gates.png
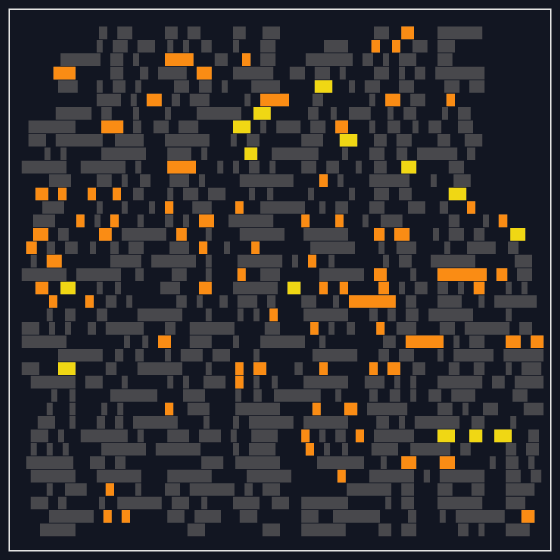
clock_wires.png
Scale bar: 20 um.
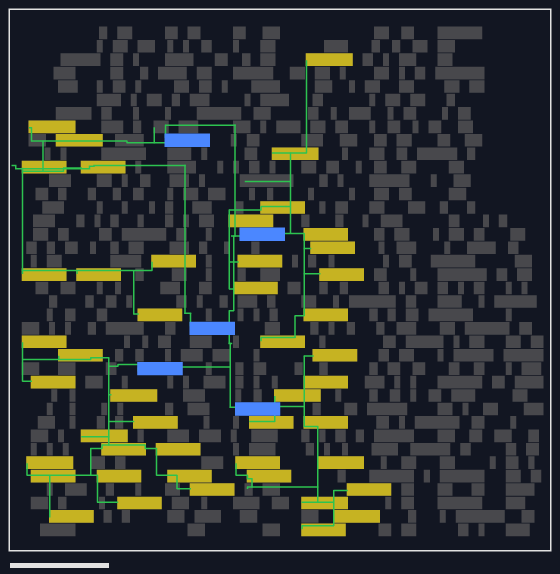
layers.png
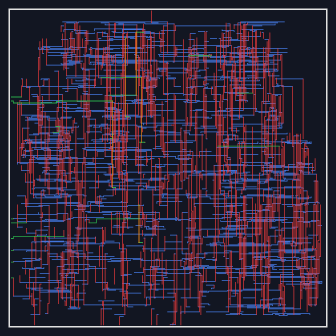
port_trees.png
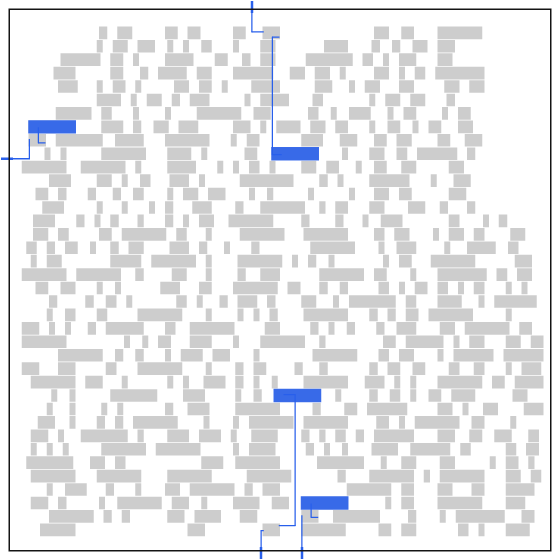
--- config.mk ---
export PLATFORM = sky130hd
export DESIGN_NAME = keypad_scan_encoder
export DESIGN_NICKNAME = d
export VERILOG_FILES = /design/src/rtl/keypad_scan_encoder.sv
export SDC_FILE = /design/constraint.sdc
export NUM_CORES = 1
export LEC_CHECK = 0
export CELL_PAD_IN_SITES_DETAIL_PLACEMENT = 2
export CELL_PAD_IN_SITES_GLOBAL_PLACEMENT = 2
export CORE_MARGIN = 1
export CORE_UTILIZATION = 35
export DETAILED_ROUTE_END_ITERATION = 10
export GPL_TIMING_DRIVEN = 0
export PLACE_DENSITY_LB_ADDON = 0.1
export SETUP_SLACK_MARGIN = 0.2
export SYNTH_ARGS = -nofsm -noshare
export SYNTH_HDL_FRONTEND = slang
export SYNTH_SLANG_ARGS = --single-unit
--- constraint.sdc ---
create_clock -name CLK -period 9.8 [get_ports CLK]
set_clock_uncertainty 0.1 [all_clocks]
set_input_delay 1.96 -clock CLK [delete_from_list [all_inputs] [get_ports CLK]]
set_output_delay 1.96 -clock CLK [all_outputs]
set_load 0.05 [all_outputs]
--- src/rtl/keypad_scan_encoder.sv ---
`timescale 1ns/1ps
// 4x4 active-low matrix keypad scanner with full-scan debounce.
// Emits PRESS/ENTER/CLEAR pulses and a held-key level for the password lock.
module keypad_scan_encoder #(
   parameter int SCAN_DIV       = 16,
   parameter int DEBOUNCE_SCANS = 3
) (
   input  logic       CLK,
   input  logic       RESET,
   input  logic [3:0] ROW,
   output logic [3:0] COL,
   output logic [3:0] CODE,
   output logic       PRESS,
   output logic       ENTER,
   output logic       CLEAR,
   output logic       KEY_DOWN
);

   localparam int SLOT_W = $clog2(SCAN_DIV);
   localparam int CNT_W  = $clog2(DEBOUNCE_SCANS + 1);
   localparam logic [SLOT_W-1:0] SLOT_LAST  = SLOT_W'(SCAN_DIV - 1);
   localparam logic [CNT_W-1:0]  CNT_TARGET = CNT_W'(DEBOUNCE_SCANS);
   localparam logic [CNT_W-1:0]  CNT_ONE    = CNT_W'(1);

   typedef enum logic [1:0] {S_IDLE, S_DEBOUNCE, S_HELD} state_t;
   typedef enum logic [1:0] {K_DIGIT, K_ENTER, K_CLEAR, K_IGNORE} key_kind_t;

   typedef struct packed {
      key_kind_t  kind;
      logic [3:0] bcd;
   } key_info_t;

   // Key index is row*4 + col.
   function automatic key_info_t decode_key(input logic [3:0] idx);
      key_info_t info;
      info = '{kind: K_IGNORE, bcd: 4'd0};
      case (idx)
         4'd0:  info = '{K_DIGIT, 4'd1};
         4'd1:  info = '{K_DIGIT, 4'd2};
         4'd2:  info = '{K_DIGIT, 4'd3};
         4'd4:  info = '{K_DIGIT, 4'd4};
         4'd5:  info = '{K_DIGIT, 4'd5};
         4'd6:  info = '{K_DIGIT, 4'd6};
         4'd8:  info = '{K_DIGIT, 4'd7};
         4'd9:  info = '{K_DIGIT, 4'd8};
         4'd10: info = '{K_DIGIT, 4'd9};
         4'd12: info = '{K_CLEAR, 4'd0};
         4'd13: info = '{K_DIGIT, 4'd0};
         4'd14: info = '{K_ENTER, 4'd0};
         default: info = '{K_IGNORE, 4'd0};
      endcase
      return info;
   endfunction

   logic [3:0]        row_meta, row_sync, row_down;
   logic [SLOT_W-1:0] slot;
   logic [1:0]        col_idx;
   logic [15:0]       keys_acc;
   logic [15:0]       scan_keys;
   logic [4:0]        n_down;
   logic [3:0]        key_idx;
   logic              scan_end, scan_none, scan_single;
   logic              accept;
   key_info_t         accept_info;
   state_t            state;
   logic [3:0]        cand;
   logic [CNT_W-1:0]  cnt;

   assign row_down = ~row_sync;
   assign scan_end = (slot == SLOT_LAST) && (col_idx == 2'd3);

   // NOTE: all sequential state uses non-blocking assignments so every flop
   // samples pre-edge values, independent of block evaluation order.
   always_ff @(posedge CLK or negedge RESET) begin
      if (!RESET) begin
         row_meta <= 4'b1111;
         row_sync <= 4'b1111;
      end else begin
         row_meta <= ROW;
         row_sync <= row_meta;
      end
   end

   // Column 3 samples are consumed directly at scan end, so only columns 0..2
   // are stored; the column-3 bit positions stay zero.
   always_ff @(posedge CLK or negedge RESET) begin
      if (!RESET) begin
         slot     <= '0;
         col_idx  <= 2'd0;
         COL      <= 4'b1110;
         keys_acc <= '0;
      end else begin
         if (slot == SLOT_LAST) begin
            slot    <= '0;
            col_idx <= col_idx + 2'd1;
            COL     <= {COL[2:0], COL[3]};
            if (col_idx != 2'd3) begin
               for (int r = 0; r < 4; r++) begin
                  keys_acc[4*r + int'(col_idx)] <= row_down[r];
               end
            end
         end else begin
            slot <= slot + SLOT_W'(1);
         end
      end
   end

   // NOTE: every always_comb output gets a default first, so no path can
   // leave a signal unassigned and infer a latch.
   always_comb begin
      scan_keys = keys_acc;
      for (int r = 0; r < 4; r++) begin
         scan_keys[4*r + 3] = row_down[r];
      end
      n_down  = 5'd0;
      key_idx = 4'd0;
      for (int i = 0; i < 16; i++) begin
         if (scan_keys[i]) begin
            n_down  = n_down + 5'd1;
            key_idx = 4'(i);
         end
      end
      scan_none   = (n_down == 5'd0);
      scan_single = (n_down == 5'd1);
   end

   always_comb begin
      accept = 1'b0;
      if (scan_end && scan_single) begin
         case (state)
            S_IDLE:     accept = (DEBOUNCE_SCANS == 1);
            S_DEBOUNCE: accept = (key_idx == cand) && ((cnt + CNT_ONE) == CNT_TARGET);
            default:    accept = 1'b0;
         endcase
      end
      accept_info = decode_key(key_idx);
   end

   always_ff @(posedge CLK or negedge RESET) begin
      if (!RESET) begin
         state    <= S_IDLE;
         cand     <= 4'd0;
         cnt      <= '0;
         CODE     <= 4'd0;
         PRESS    <= 1'b0;
         ENTER    <= 1'b0;
         CLEAR    <= 1'b0;
         KEY_DOWN <= 1'b0;
      end else begin
         PRESS <= 1'b0;
         ENTER <= 1'b0;
         CLEAR <= 1'b0;
         if (accept) begin
            state    <= S_HELD;
            cnt      <= '0;
            KEY_DOWN <= 1'b1;
            case (accept_info.kind)
               K_DIGIT: begin
                  PRESS <= 1'b1;
                  CODE  <= accept_info.bcd;
               end
               K_ENTER: ENTER <= 1'b1;
               K_CLEAR: CLEAR <= 1'b1;
               default: ;
            endcase
         end else if (scan_end) begin
            case (state)
               S_IDLE: begin
                  if (scan_single) begin
                     cand  <= key_idx;
                     cnt   <= CNT_ONE;
                     state <= S_DEBOUNCE;
                  end
               end
               S_DEBOUNCE: begin
                  if (scan_single && (key_idx == cand)) begin
                     cnt <= cnt + CNT_ONE;
                  end else begin
                     cnt   <= '0;
                     state <= S_IDLE;
                  end
               end
               S_HELD: begin
                  if (!scan_none) begin
                     cnt <= '0;
                  end else if ((cnt + CNT_ONE) == CNT_TARGET) begin
                     cnt      <= '0;
                     state    <= S_IDLE;
                     KEY_DOWN <= 1'b0;
                  end else begin
                     cnt <= cnt + CNT_ONE;
                  end
               end
               default: begin
                  cnt   <= '0;
                  state <= S_IDLE;
               end
            endcase
         end
      end
   end

endmodule

==> impl_metrics.yaml <==
# synthesis and place-and-route metrics
floorplan:
  ios: 18
  chip_area_sq_um: 12000
  fp_util_pct: 36.6
  rows: 38
  die_x_um: 109
  core_area_sq_um: 11000
  fp.dieH_um: 109
timing:
  slew_violations: 0
  setup_slack_ns: 0.490
  rsz0062_at_grt: "yes"
  tns_ns: 0
  fin_crit_sh_pct: 95.0
  setup_viol_count_final: 0
  relSlewSlack_pct: 39.3
  finalCriticalPeriod_ns: 9.31
  hold_viol: 0
  tightest_slew_ns: 0.905
  holdWs_ns: 0.257
  timing.fmax_mhz: 107
layout:
  final_cell_mix: "69 x nand2_1, 35 x dfrtp_1, 33 x buf_4"
  stdcell_count: 658
  num-nets-final: 550
  lay_top_count: "nand2_1"
  syn_to_final_growth_pct: 29.7
  diodes: 0
  drive_above_1_share_pct: 24.5
detailed_routing:
  drtPass1Iterations: 4
  wirelength_um: 12600
  drt-initial-drc-count: 122
  drc: 0
  viasPerCell: 5.38
  num_vias: 3539
  antenna_left: 0
  wl_per_cell_um: 19.2
logic_synthesis:
  mappedNetlistArea_sq_um: 4030
  yosys.area.top_type: "dfrtp_1"
  synth.distinct_cells: 67
  postSynth.asyncResetShare_pct: 100
  synth_seq_share_pct: 28.9
  ys_cells: 454
  synth.area.top_cells: "dfrtp_1 22%, ha_1 8.4%, dfstp_2 7.2%"
  syn_area_per_cell_sq_um: 8.88
  synth-area-yosys_sq_um: 4030
  ys.flops: 46
  yosysWarningCount: 0
  edf_count: 0
  ys.flop_type: "dfrtp_1"
  syn_inst: 454
  top_area_share_pct: 21.7
  fp_nets: 487
clocking:
  cts_made_buffers: 5
  cts.sinks: 46
  clockBufferDepth: 2
  root_buffer: "clkbuf_16"
  ctsHoldBuffers: 0
  h-tree-depth: 2
  clkTransAtPathRegs_ns: 0.07
  cts_tree: "done"
  ctsResizeCount: 35
  clk_latency_ns: 0.29
  cts_setup_buffers: 29
power_and_ir_drop:
  peakVddDrop_uv: 270
  seq-power_mw: 0.199
  total_power_mw: 1.59
  p_clk_mw: 0.196
  seqPwrFrac_pct: 12.6
  comb_cell_power_mw: 1.19
  power-top-group: "combinational logic"
  pwr-share-comb_pct: 75.1
  p_sw_share_pct: 42.9
  pwr-share-clk_pct: 12.3
  p_sw_mw: 0.681
  powerDensity_nw_per_um2: 303
  internal_power_mw: 0.905
  power.leakage_nw: 2.36
setup_path:
  cp.required_ns: 9.87
  r2r_cells: 52
  cp_num_cells: 52
  cp_top_family: "adder cells"
  r2r_slack_ns: 0.49
  slowest_stage: "or4b_4"
  cp-start-kind: "register"
  critPathMostFrequentCell: "ha_4"
  crit_fanout: 5
  path_class: "register to register"
  critPathMaxStageDelay_ns: 0.52
  setup.worst_path.start: "keys_acc[1]$_DFFE_PN0P_"
  critical_path_arrival_ns: 9.38
  crit_buf_inv: 7
  crit_path_end: "CODE[2]$_DFFE_PN0P_"
  r2r-end: "CODE[2]$_DFFE_PN0P_"
  r2r_start: "keys_acc[1]$_DFFE_PN0P_"
  worstSetupEndpointType: "register"
hold_path:
  hp-class: "register to register"
  holdPathStages: 0
  hold_end: "row_sync[3]$_DFF_PN1_"
  hp-start: "row_meta[3]$_DFF_PN1_"
place:
  port_buffers: 17
  routabilityCongestion: 0.806
  dp_hpwl_um: 8440
  dp_cells: 612
  post-place-ws_ns: -1.00
global_routing:
  antenna_found_initial: 0
  grt_pass1_vias: 3906
  grt_pass1_wl_um: 20200
  grt_max_degree: 26
  grt-ovfl-total: 0
  track_usage_pct: 21.8
run_status:
  outcome: "finished clean"
flow_run:
  timing.max_cap.violations: 0
  warnings: 36
Back to the opening pictures, gates.png:
- non-inverting ao/oa cells: yellow (cells 14)
- aoi and oai cells: orange (cells 77; where all over the die)

Back to the opening pictures, clock_wires.png:
- clock-net drivers: blue (count 5)
- clock wires: green (length 646 um)
- flip-flops: yellow (count 46)
- routed clock nets: 6

Back to the opening pictures, layers.png:
- M3: green (wire length 158 um)
- M2: red (wire length 6840 um)
- M1: blue (wire length 5540 um)
- M4: orange (wire length 114 um)

Back to the opening pictures, port_trees.png:
- ROW: blue (direction input; end cells 4; buffers 4; wire 92.2 um)

==> cell usage after synthesis (3+ instances only) <==
cell type	number
ha_1	27
mux2_4	4
inv_1	30
nand4_1	7
buf_2	4
nor2_1	24
nand3_1	9
dfstp_2	11
o31ai_1	5
nor2b_1	6
o21ai_0	29
nand2b_1	11
nand2_1	74
mux2i_1	8
dfrtp_1	35
or2_2	3
and2_1	6
clkbuf_1	13
xnor2_1	28
and3_1	6
xnor2_2	4
mux2_1	4
nor3_1	12
a31oi_1	5
a21oi_1	13
a311oi_1	3
o21bai_1	4
xor2_1	13
xnor3_1	7
==> per-stage QoR <==
step	instance area (sq um)	util [%]
3_5_place_dp	4400	39.9
6_report	5230	47.4
5_1_grt	5230	47.4
2_1_floorplan	4040	-
4_1_cts	4970	45.1
3_3_place_gp	4380	39.7
==> area by class of cell <==
type	instances	area, sq um
timing repair buffer	56	502
inverter	30	113
multi-input combinational	361	3040
clock inverter	3	43.8
fill	1178	5800
buffer	17	71.3
clock buffer	5	125
tap	140	175
sequential	46	1160
==> flip-flops by register name, summed over array words and instances, names as in the netlist <==
register	cells
row_meta	4
PRESS	1
state	2
ENTER	1
KEY_DOWN	1
col_idx	2
cnt	2
keys_acc	12
CLEAR	1
cand	4
row_sync	4
COL	4
CODE	4
slot	4
==> per-layer routing <==
metal / GRT usage, % / part of all wire (%)
met1: 26.8 / 44
met2: 40.7 / 54
met3: 2.02 / 1.2
met4: 5.33 / 0.90
met5: 0 / 0
==> kinds of logic after synthesis <==
group | synth area share (%)
multiplexers | 5.43
AND-OR/OR-AND | 15.4
XOR/XNOR | 16.3
flip-flops | 28.9
AND/OR/NAND/NOR | 20.8
adder cells (fa/ha/maj) | 8.63
buffers and inverters | 4.50
No activity file was given, so power comes from the tool's default toggle rates.
